==> src/rtl/axis_rx_port_arb.sv <==
// Packet-granular round-robin arbiter merging two MAC RX AXI4-Stream ports onto one
// stream for the ibuf writer; stamps the source port ID and counts forwarded packets.
module axis_rx_port_arb #(
    parameter logic [7:0] SRC_PORT0 = 8'h01,
    parameter logic [7:0] SRC_PORT1 = 8'h02,
    parameter int         CNT_W     = 32
) (
    input  logic             s_axis_aclk,
    input  logic             s_axis_aresetn,

    input  logic [63:0]      s0_axis_tdata,
    input  logic [7:0]       s0_axis_tstrb,
    input  logic [127:0]     s0_axis_tuser,
    input  logic             s0_axis_tvalid,
    input  logic             s0_axis_tlast,
    output logic             s0_axis_tready,

    input  logic [63:0]      s1_axis_tdata,
    input  logic [7:0]       s1_axis_tstrb,
    input  logic [127:0]     s1_axis_tuser,
    input  logic             s1_axis_tvalid,
    input  logic             s1_axis_tlast,
    output logic             s1_axis_tready,

    output logic [63:0]      m_axis_tdata,
    output logic [7:0]       m_axis_tstrb,
    output logic [127:0]     m_axis_tuser,
    output logic             m_axis_tvalid,
    output logic             m_axis_tlast,
    input  logic             m_axis_tready,

    output logic [CNT_W-1:0] pkt_cnt0,
    output logic [CNT_W-1:0] pkt_cnt1
);

    typedef enum logic {
        ARB  = 1'b0,
        XFER = 1'b1
    } state_t;

    state_t state;
    logic   grant;
    logic   last_grant;

    logic   in_xfer;
    logic   sel_tvalid;
    logic   sel_tlast;
    logic   pkt_done;
    logic   unused_tuser_src;

    // The incoming source-ID byte is overwritten, so those input bits are intentionally dropped.
    assign unused_tuser_src = ^{s0_axis_tuser[31:24], s1_axis_tuser[31:24]};

    assign in_xfer = (state == XFER);

    always_comb begin
        sel_tvalid   = s0_axis_tvalid;
        sel_tlast    = s0_axis_tlast;
        m_axis_tdata = s0_axis_tdata;
        m_axis_tstrb = s0_axis_tstrb;
        m_axis_tuser = {s0_axis_tuser[127:32], SRC_PORT0, s0_axis_tuser[23:0]};
        if (grant) begin
            sel_tvalid   = s1_axis_tvalid;
            sel_tlast    = s1_axis_tlast;
            m_axis_tdata = s1_axis_tdata;
            m_axis_tstrb = s1_axis_tstrb;
            m_axis_tuser = {s1_axis_tuser[127:32], SRC_PORT1, s1_axis_tuser[23:0]};
        end
    end

    assign m_axis_tvalid  = in_xfer & sel_tvalid;
    assign m_axis_tlast   = sel_tlast;
    assign s0_axis_tready = in_xfer & ~grant & m_axis_tready;
    assign s1_axis_tready = in_xfer &  grant & m_axis_tready;
    assign pkt_done       = m_axis_tvalid & m_axis_tready & sel_tlast;

    // Grant is only re-evaluated in ARB, which keeps a packet's beats contiguous and stable.
    always_ff @(posedge s_axis_aclk or negedge s_axis_aresetn) begin
        if (!s_axis_aresetn) begin
            state      <= ARB;
            grant      <= 1'b0;
            last_grant <= 1'b1;
            pkt_cnt0   <= '0;
            pkt_cnt1   <= '0;
        end else begin
            case (state)
                ARB: begin
                    if (s0_axis_tvalid && s1_axis_tvalid) begin
                        grant <= ~last_grant;
                        state <= XFER;
                    end else if (s0_axis_tvalid) begin
                        grant <= 1'b0;
                        state <= XFER;
                    end else if (s1_axis_tvalid) begin
                        grant <= 1'b1;
                        state <= XFER;
                    end
                end
                XFER: begin
                    if (pkt_done) begin
                        last_grant <= grant;
                        state      <= ARB;
                        if (grant) begin
                            pkt_cnt1 <= pkt_cnt1 + CNT_W'(1);
                        end else begin
                            pkt_cnt0 <= pkt_cnt0 + CNT_W'(1);
                        end
                    end
                end
            endcase
        end
    end

endmodule

==> config.mk <==
export PLATFORM = sky130hd
export DESIGN_NAME = axis_rx_port_arb
export DESIGN_NICKNAME = d
export VERILOG_FILES = /design/src/rtl/axis_rx_port_arb.sv
export SDC_FILE = /design/constraint.sdc
export NUM_CORES = 1
export LEC_CHECK = 0
export CAP_MARGIN = 20
export CORE_AREA = 3 3 261 263
export DETAILED_ROUTE_END_ITERATION = 12
export DIE_AREA = 0 0 264 266
export HOLD_SLACK_MARGIN = 0.08
export PLACE_DENSITY = 0.32
export SETUP_SLACK_MARGIN = 0.5
export SLEW_MARGIN = 20
export SYNTH_ARGS = -nofsm -noshare
export SYNTH_HDL_FRONTEND = slang
export SYNTH_SLANG_ARGS = --single-unit
==> constraint.sdc <==
create_clock -name s_axis_aclk -period 3.5 [get_ports s_axis_aclk]
set_input_delay 0.7 -clock s_axis_aclk [delete_from_list [all_inputs] [get_ports s_axis_aclk]]
set_output_delay 0.7 -clock s_axis_aclk [all_outputs]
set_load 0.02 [all_outputs]
clk_routes.png
Drawn at 1.5 px/um.
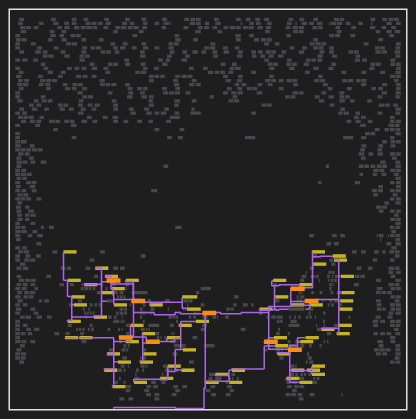
[yellow] flip-flops | count: 67
[orange] clock drivers | count: 9
[purple] clock wires | length: 1,260 um
routed clock nets	10
worst-skew pair later-pin latency: 0.34 ns
clk_skew: 0.00801 ns
Clk pwr share: 14.9%
Clk power: 1.02 mW

==> run notes <==
run results: # clock sinks 67, M3 GR Usage 6.57%, yosys cell count 519, largest fanout on the critical path 3, met3 wire length 5420 um, Worst path top cell family by delay buffers and inverters, crit-path cells clkdlybuf4s50_1, nand2_1, nor2_1, clkdlybuf4s50_1, fin crit period 2.91 ns, vias 6,934, die area 70,200 um2, vias in the first global route 7,435, met2 WL post-DR 21,400 um, Yosys warnings 0, Area leader share 39.8%, Ports 675, Worst Path Required 2.80 ns, Placer Congestion 0.797, Finished Cell Area 13,600 um2, wire per inst 20.7 um, top_reg_cell synth dfrtp_1, initial antenna violation count 31, yosys aoi share 0.408%, # setup viols final 0, Hold Crit Class in2async, GR Layer Usage met1 11.9%, mapped cell area 5520 um2, deepest clock path buffer count 2, WHS 0.458 ns, Synth Register Bits 67, status finished, final reports clean, Detailed Routing Iterations Pass 1 4, Commonest Layout Cell clkdlybuf4s50_1, top cells by area mux2_2, dfrtp_1, xnor2_1, Power, Total 6.84 mW, fraction of layout cells with a size suffix above 1 20.7%, Psw 2.74 mW, slew margin rel. 44.6%, combinational power share 71.6%, tally of OpenROAD warnings 42, Die Y 266 um, filler instances 7,218, pin count of the biggest net entering global routing 60, # nets final 1,587, non-filler instance count after layout 2,058, Init Core Util 8.38%, RSZ-0062 raised after global routing no, fin util 20.6%, DRT Wirelength 42,700 um, top flop regs pkt_cnt0 x32, pkt_cnt1 x32, hpwl dp 37,800 um, ys async rst share 100%, Root Driver clkbuf_16, Simple Share, Synth 15.2%, yosys stat area 5520 um2, power density cells 504 nW/um2, Metal-1 WL 15,000 um, first-pass GRT wire length 57,600 um, XOR Share, Synth 9.84%, TritonCTS Buffers 9, CP Capture Type output pin, crit start category input port, Pins Over Slew Limit 0, maximum capacitance violations 0, Core Rows 94, comb area leader multiplexers, Max H-tree Level 3, critical path class in2out, Post-CTS Setup Repair Bufs 4, sequential fraction of the synthesis area 30.4%, DRC violations left 0, grt ovf 0, Reg clk slew, reported paths 0.06 ns, Post-Place Cells 2,027, Placed Area 13,200 um2, synthesis-to-layout area growth 146%, crit path buf inv count 2, DP Worst Slack 0.529 ns, Core ar. 65,900 um2, Internal 4.11 mW, Max IR drop VDD 0.209 mV, Worst path max stage delay 0.62 ns, CTS tree built, most common logic cells in the final layout clkdlybuf4s50_1, mux2_2, dfrtp_1, xnor2_1, nand3_1, Top Layer Used met5, Static Leak 4.93 nW, post-layout period usage 83.1%, sequential share of power 13.4%, Vias/cell 3.37, Global Route met2 Usage 20.3%, crit path DAT 2.21 ns, post_cts resized 2, crit path max-delay cell type clkdlybuf4s50_1, cells after synthesis 519, Synth Area per Inst 10.6 um2, Sw Share 40.0%, Setup WS post-layout 0.593 ns, global-route usage over all layers 11.5%, Post-synth EDFFs 0, DR iter-0 viols 211, Worst Tran Pin Value 0.831 ns, Synth area leader mux2_2
layer_met1.png
Drawn at 1 px/um. Supply wires on this layer in grey.
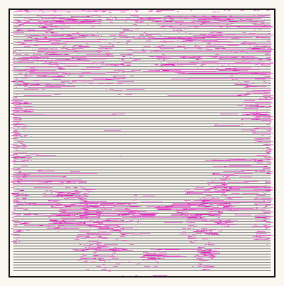
longest straight run	120 um
wire length on this layer	15,000 um
share of all routed wire	35%

power groups by stage:
stage | clock network [mW] | registers, mW | logic (mW)
4_1_cts | 1.06 | 0.922 | 5.04
3_5_place_dp | 0 | 0.972 | 4.94
2_1_floorplan | 0 | 0.950 | 2.43
6_report | 1.02 | 0.918 | 4.90
5_1_grt | 1.09 | 0.932 | 5.18
3_3_place_gp | 0 | 0.973 | 4.97
final cells by class:
class	instances	area [um2]	area share (%)
antenna	11	27.5	0.203
multi-input combinational	417	3660	27.0
clock buffer	12	256	1.89
sequential	67	1680	12.4
clock inverter	4	72.6	0.535
timing repair buffer	674	6760	49.8
inverter	9	33.8	0.249
tap	864	1080	7.96
worst paths after layout:
| kind | slack [ns] | cells past startpoint | to | startpoint |
|---|---|---|---|---|
| hold / removal | 0.46 | 1 | pkt_cnt0[20]$_DFFE_PN0P_ | s_axis_aresetn |
| setup reg to reg | 1.31 | 6 | pkt_cnt1[22]$_DFFE_PN0P_ | grant$_DFFE_PN0P_ |
| min in group s_axis_aclk | 0.48 | 1 | pkt_cnt0[31]$_DFFE_PN0P_ | pkt_cnt0[31]$_DFFE_PN0P_ |
| hold reg to reg | 0.48 | 1 | pkt_cnt0[31]$_DFFE_PN0P_ | pkt_cnt0[31]$_DFFE_PN0P_ |
| max in group asynchronous | 2.29 | 2 | last_grant$_DFFE_PN1P_ | s_axis_aresetn |
| setup / recovery | 0.59 | 4 | s0_axis_tready | m_axis_tready |
synthesized netlist by cell type, types with 3 or more instances:
master and count:
mux2_2 195, dfrtp_1 66, xnor2_1 53, nand3_1 38, nand4_1 33, nand2_1 20
buf_2 18, nor2_1 14, nor3_1 12, nor4_1 10, inv_1 9, xor2_1 9
buf_4 7, and2_1 5, and3_1 5, buf_1 4, nor4_2 3
Power and IR drop assume default switching activity.
